--- src/rtl/skinny_pkg.sv ---
// Shared SKINNY-128-384+ tweakey-schedule constants, FSM type and PT helper.
package skinny_pkg;

  localparam int CELL_W = 8;
  localparam int NCELLS = 16;
  localparam int SKINNY384_ROUNDS = 40;

  typedef enum logic [1:0] {
    IDLE,
    RUN,
    DONE
  } fsm_e;

  localparam logic [3:0] PT [NCELLS] = '{
    4'd9, 4'd15, 4'd8, 4'd13,
    4'd10, 4'd14, 4'd12, 4'd11,
    4'd0, 4'd1, 4'd2, 4'd3,
    4'd4, 4'd5, 4'd6, 4'd7
  };

  function automatic logic [NCELLS*CELL_W-1:0] pt_perm(
    input logic [NCELLS*CELL_W-1:0] s
  );
    logic [NCELLS*CELL_W-1:0] p;
    p = '0;
    for (int i = 0; i < NCELLS; i++) begin
      p[i*CELL_W +: CELL_W] = s[int'(PT[i])*CELL_W +: CELL_W];
    end
    return p;
  endfunction

endpackage

--- src/rtl/tk2_lfsr2_row.sv ---
// LFSR2 applied to the eight low cells of the TK2 lane.
module tk2_lfsr2_row
  import skinny_pkg::*;
(
  input  logic [8*CELL_W-1:0] row_i,
  output logic [8*CELL_W-1:0] row_o
);

  always_comb begin
    row_o = '0;
    for (int i = 0; i < 8; i++) begin
      row_o[i*CELL_W +: CELL_W] = {
        row_i[i*CELL_W + 6 -: 7],
        row_i[i*CELL_W + 7] ^ row_i[i*CELL_W + 5]
      };
    end
  end

endmodule

--- src/rtl/tk2_round_sched.sv ---
// Sequential TK2 tweakey lane for SKINNY-128-384+ (Romulus-N).
// Optional TK2_RESTORE_EN adds a shadow copy and restore_i re-run.
module tk2_round_sched
  import skinny_pkg::*;
#(
  parameter int ROUNDS = SKINNY384_ROUNDS,
  parameter int CNT_W  = 6
) (
  input  logic              clk,
  input  logic              rst_n,
  input  logic              start_i,
`ifdef TK2_RESTORE_EN
  input  logic              restore_i,
`endif
  input  logic [127:0]      tk_i,
  output logic [63:0]       rk_o,
  output logic              rk_valid_o,
  input  logic              rk_ready_i,
  output logic [CNT_W-1:0]  round_o,
  output logic              busy_o,
  output logic              done_o,
  output logic [127:0]      tk_o
);

  fsm_e             st_q, st_d;
  logic [127:0]     state_q, state_d;
  logic [CNT_W-1:0] cnt_q, cnt_d;
  logic [127:0]     perm;
  logic [63:0]      lfsr_lo;
  logic [127:0]     upd;

`ifdef TK2_RESTORE_EN
  logic [127:0]     shadow_q, shadow_d;
`endif

  assign perm = pt_perm(state_q);

  tk2_lfsr2_row u_lfsr (
    .row_i (perm[63:0]),
    .row_o (lfsr_lo)
  );

  assign upd = {perm[127:64], lfsr_lo};

  always_comb begin
    st_d    = st_q;
    state_d = state_q;
    cnt_d   = cnt_q;
`ifdef TK2_RESTORE_EN
    shadow_d = shadow_q;
`endif
    unique case (st_q)
      IDLE: begin
        if (start_i) begin
          state_d = tk_i;
          cnt_d   = '0;
          st_d    = RUN;
`ifdef TK2_RESTORE_EN
          shadow_d = tk_i;
        end else if (restore_i) begin
          state_d = shadow_q;
          cnt_d   = '0;
          st_d    = RUN;
`endif
        end
      end
      RUN: begin
        if (rk_ready_i) begin
          state_d = upd;
          // Counter parks on the last index; it never wraps.
          if (cnt_q == CNT_W'(ROUNDS - 1)) begin
            st_d = DONE;
          end else begin
            cnt_d = cnt_q + 1'b1;
          end
        end
      end
      DONE: st_d = IDLE;
      default: st_d = IDLE;
    endcase
  end

  always_ff @(posedge clk or negedge rst_n) begin
    if (!rst_n) begin
      st_q    <= IDLE;
      state_q <= '0;
      cnt_q   <= '0;
`ifdef TK2_RESTORE_EN
      shadow_q <= '0;
`endif
    end else begin
      st_q    <= st_d;
      state_q <= state_d;
      cnt_q   <= cnt_d;
`ifdef TK2_RESTORE_EN
      shadow_q <= shadow_d;
`endif
    end
  end

  assign rk_o       = state_q[63:0];
  assign rk_valid_o = (st_q == RUN);
  assign round_o    = cnt_q;
  assign busy_o     = (st_q != IDLE);
  assign done_o     = (st_q == DONE);
  assign tk_o       = state_q;

endmodule

--- config.mk ---
export PLATFORM = sky130hd
export DESIGN_NAME = tk2_round_sched
export DESIGN_NICKNAME = d
export VERILOG_FILES = /design/src/rtl/skinny_pkg.sv /design/src/rtl/tk2_lfsr2_row.sv /design/src/rtl/tk2_round_sched.sv
export SDC_FILE = /design/constraint.sdc
export NUM_CORES = 1
export LEC_CHECK = 0
export CAP_MARGIN = 10
export CELL_PAD_IN_SITES_DETAIL_PLACEMENT = 0
export CELL_PAD_IN_SITES_GLOBAL_PLACEMENT = 1
export CORE_MARGIN = 3
export CORE_UTILIZATION = 29
export CTS_CLUSTER_SIZE = 12
export DETAILED_ROUTE_END_ITERATION = 16
export HOLD_SLACK_MARGIN = 0.06
export PLACE_DENSITY = 0.88
export SLEW_MARGIN = 5
export SYNTH_ARGS = -nofsm -noshare
export SYNTH_HDL_FRONTEND = slang
export SYNTH_SLANG_ARGS = --single-unit
--- constraint.sdc ---
create_clock -name clk -period 1.78 [get_ports clk]
set_input_delay 0.356 -clock clk [delete_from_list [all_inputs] [get_ports clk]]
set_output_delay 0.356 -clock clk [all_outputs]
set_load 0.1 [all_outputs]
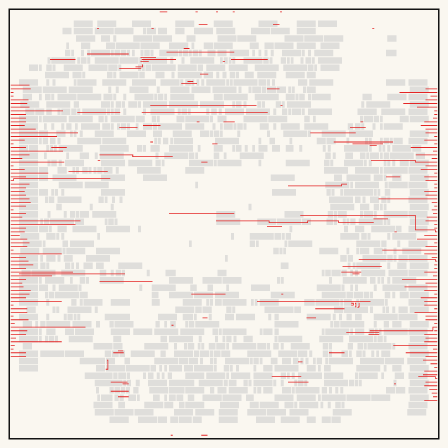
*Met3 routing*
Cells faint in the background.
213 nets have wire on it. The layer holds 6.6% of the routed length. The wires run mostly horizontal.

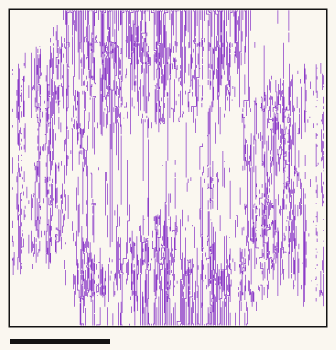
*The metal 2 layer*
The bar under the picture is 50 µm long.
The layer carries 13600 µm of wire. 1011 nets have wire on it. The longest straight run is 76.2 µm. The wires run mostly vertical.

==> run notes <==
With fillers left out, the area of the finished cells amounts to 12900 µm². In this run the register-to-register setup slack is 0.10 ns. The largest single stage delay on the critical path is 0.45 ns.

Counting cells, the worst reg-to-reg path comes to 6. In the Yosys report, the sequential cells make up 50.3% of the chip area. The synthesized netlist devotes 13.4% of its cell area to compound gates. With the row count at 55, the register bit count reported by yosys is 136. The final-layout clock-cell area share came out at 4.96%.

The leading area contributor after synthesis was dfrtp_1. The half-perimeter wire length of the detailed placement result is 20500 µm. Leaving out filler cells and counting taps, the final layout contains 1414. The run gives 41600 µm for the first-pass GRT wire length. For the pin with the worst max-slew slack, the measured transition is 0.467 ns. According to the tapcell log, the count of inserted taps is 313. The max-slew check reports its worst relative slack as 68.9%. Maximum level of the CTS H-tree: 4.

After synthesis, the mean cell area works out to 8.29 µm². With the met1 demand-to-capacity share in global routing at 26.8%, the number of cells in Yosys stat is 817. The highest clock frequency the design can meet is 584 MHz, and the number of setup buffers added after CTS is 2. The post-CTS resize count was 3; the post-route fraction of the period consumed by the critical path was 96.2%.

The clock tree has to reach 136 sinks. For the maximum number of pins on one net before global-route repair, the log shows 58. The number of setup violations in the final report came out at 0. The tools report the sequential cell area as 3410 µm².

The number of filler instances in the final layout came out at 1889. For reference, the critical path cell chain is or2_2, buf_12. The total I/O pin count was 333.

The placement summary gives the final routability congestion estimate as 0.849. The run gives 19.9% for the logic gate fraction of the total cell area. The clock insertion delay at the later pin of the skew report was 0.41 ns; the sum of negative setup slack was 0 ns. The total number of cells along the worst setup path was 2. In the final routing, the length of wire on met1 measures 11100 µm. Among the non-sequential cells, simple AND/OR/NAND/NOR gates take the most area. Of the total synthesized cell area, the portion taken by XOR and XNOR cells is 1.04%. The first routing iteration left 513 violations. Across the whole layout, storage elements make up 26.4% of the cell area. Per the GRT congestion report, total overflow comes to 0. The tally of buffers added on design ports came out at 332. For the worst hold slack after final layout, the log shows 0.452 ns. The layer flagged by global routing as most heavily used is met2.

Final-layout clock buffer total: 18. Summing the areas of all and, or, nand and nor instances in the mapped netlist gives 22.8% of the synthesized area. Per the CTS log, the root buffer master is clkbuf_16. The top cell type by instance count after synthesis is nand2_1. The run gives 0.296% for the share of synthesized area spent on multiplexers.

The detailed placer reported the number of placed instances as 1375. The net count of the finished layout is 1221. The number of library cell types mapped by synthesis is 29, and the iteration tally of the first detailed-router pass is 5. Per the detail_route log, met3 wirelength is 1800 µm. Setup repair after global routing left no endpoint under its margin.

Among all flip-flop cells after synthesis, the most frequent one is dfrtp_1. The number of buffers and inverters on the critical path is 1. The worst reg2reg path endpoint is tk_o[11]. Per the run summary, max-cap violations total 0. For the count of final max-slew check failures, the log shows 0. The number of global-route vias before repair is 6818. The run finished with clean final reports. The gate count after technology mapping is 817, and the end-of-flow core utilization is 56.7%. Yosys mapped a number of flops with a built-in enable equal to 0. Looking at the reg2reg group, the worst path starts from st_q[1]. The share of the core area taken by cells at floorplan is 29.7%. Among cell families on the critical path, the largest total delay comes from flip-flops. The tools report the total via count in the routed design as 6821.

The combined global-route utilization of all metal layers is 21.1%. The non-clock buffer count in the final layout was 373. For this run, the script counts the antenna cells in the layout as 0. According to the floorplan report, the placeable core area is 22800 µm². The non-clock inverter total of the final layout is 2, and the ratio of routed vias to standard cells is 4.82. The detail route stage leaves a number of antenna-violating nets equal to 0. After Yosys synthesis, full adders, half adders and majority gates account for 0.185% of the synthesized area.
[cells in the final DEF, fill, tap and decap left out, types with 3 or more instances in the layout]
cell,Yosys,final
clkdlybuf4s50_1,0,130
dfrtp_2,0,3
bufinv_16,0,4
dfrtp_1,136,131
nor2_1,130,130
o21ai_0,10,10
clkbuf_16,0,18
inv_6,0,5
xnor2_1,8,8
a31oi_1,120,120
buf_12,0,218
buf_4,71,22
a21oi_1,9,9
nand3_1,5,5
inv_8,0,3
nand2_1,254,254
[registers in the layout (all words and copies together) (netlist names)]
name and flops:
round_o 6, st_q 2, tk_o 128
